Design cc_seq_ctrl, sky130hd; sources not shown.
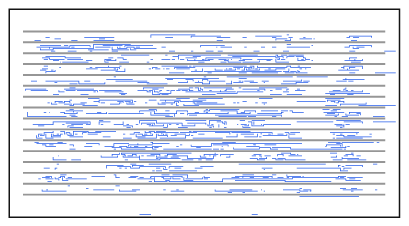
**Above:** metal 1.
(4 px per um) Supply wires on this layer in gray.
wire length on this layer	2160 um
nets with wire on the layer	339
main direction	horizontal
longest straight run	22.5 um
via count: 2008
met1 usage: 0.243
sum of routed wire length over all layers: 5200 um

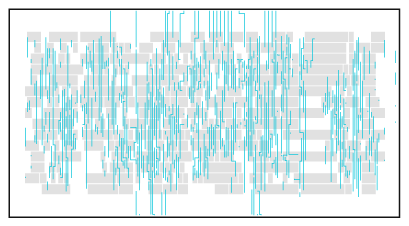
**Above:** met2 routing.
(4 px per um)
longest straight run	27.2 um
nets with wire on the layer	317
wire length on this layer	2650 um
main direction	vertical
met2 GRT Util: 0.394

==> results.txt <==
Numbers from the implementation run.

The insertion delay of the later-clocked pin in the worst-skew pair is between 0.2 and 0.3 ns. The power report puts the net switching power at just under 0.0005 W. The layout cell share with drive strength beyond 1 is 0.159. In this run, the synthesized area fraction spent on AND-OR/OR-AND gates is recorded as 0.138. The wire-length estimate of the detail-placed layout is ~4100 um. The worst path in the final design needs a cycle of about 1.7 ns, including I/O delays and setup. The final worst-path setup slack is 0.0616 ns. The run finished with clean final reports. The cts-stage hold buffer count is 0. Setup repair after global routing could not meet its margin everywhere.

In the synthesized netlist, the dominant kind of combinational cell is simple AND/OR/NAND/NOR gates. The cell type with the largest total area is sky130_fd_sc_hd__edfxtp_1. The total cells reported by yosys after synthesis is approximately 260. Across all stage logs, warnings added up to 30.

Max-cap violations in this run came to 0. The maximum clock insertion buffer count is 2. Of the total power, the clock network draws 0.283.

Entering global routing, the biggest net connects 17 pins. Buffers added to address setup during post-CTS repair amount to 0. The global-route wire length before repair is about 8200 um. The count of flip-flops with a built-in enable after synthesis is 16. The number of warnings issued by yosys is 0.

The share of the Yosys chip area taken by registers is 0.440. The buffer_ports step reported a buffer count of between 50 and 60. The placement summary gives the final routability congestion estimate as a little over 0.9.

STA classifies the critical path startpoint as a register. The row count is 15. The register with the most flip-flops in the layout has 16 of them.

Power attributed to the clock group is between 0.0005 and 0.0006 W. The net count after synthesis is 303. The kind of capture point of the worst setup path is a primary output.

There are 35 flip-flops and latches. 60 I/O pins were placed. Yosys reports that the most numerous cell types are 54 x sky130_fd_sc_hd__nand2_1, 50 x sky130_fd_sc_hd__nor2_1, 30 x sky130_fd_sc_hd__inv_1, 23 x sky130_fd_sc_hd__o21ai_0, 19 x sky130_fd_sc_hd__dfxtp_1.

The tree is rooted in a sky130_fd_sc_hd__clkbuf_8. The worst setup slack after placement is -0.138 ns. Hold analysis shows the worst path with a depth of 2. The cell class with the largest area share is logic gates.

The number of antenna violations at the first check in global routing is 0.
-- worst register-to-register path, stage by stage (launching register included) --
cell	delay, ns
sky130_fd_sc_hd__dfxtp_2	0.35
sky130_fd_sc_hd__buf_4	0.15
sky130_fd_sc_hd__inv_2	0.07
sky130_fd_sc_hd__nor2_4	0.16
sky130_fd_sc_hd__nand2_4	0.11
sky130_fd_sc_hd__nand2_1	0.12
sky130_fd_sc_hd__inv_1	0.09
sky130_fd_sc_hd__nand3_2	0.09
sky130_fd_sc_hd__nand3_1	0.17
-- stage by stage --
stage / area, um2 / std cells / hold WS, ns
3_3_place_gp: 2730 / 388 / 0.454
3_5_place_dp: 2730 / 388 / 0.463
4_1_cts: 2840 / 396 / 0.473
6_report: 2860 / 397 / 0.475
2_1_floorplan: 1950 / 264 / 0.429
5_1_grt: 2860 / 397 / 0.483
Power and IR drop assume default switching activity.
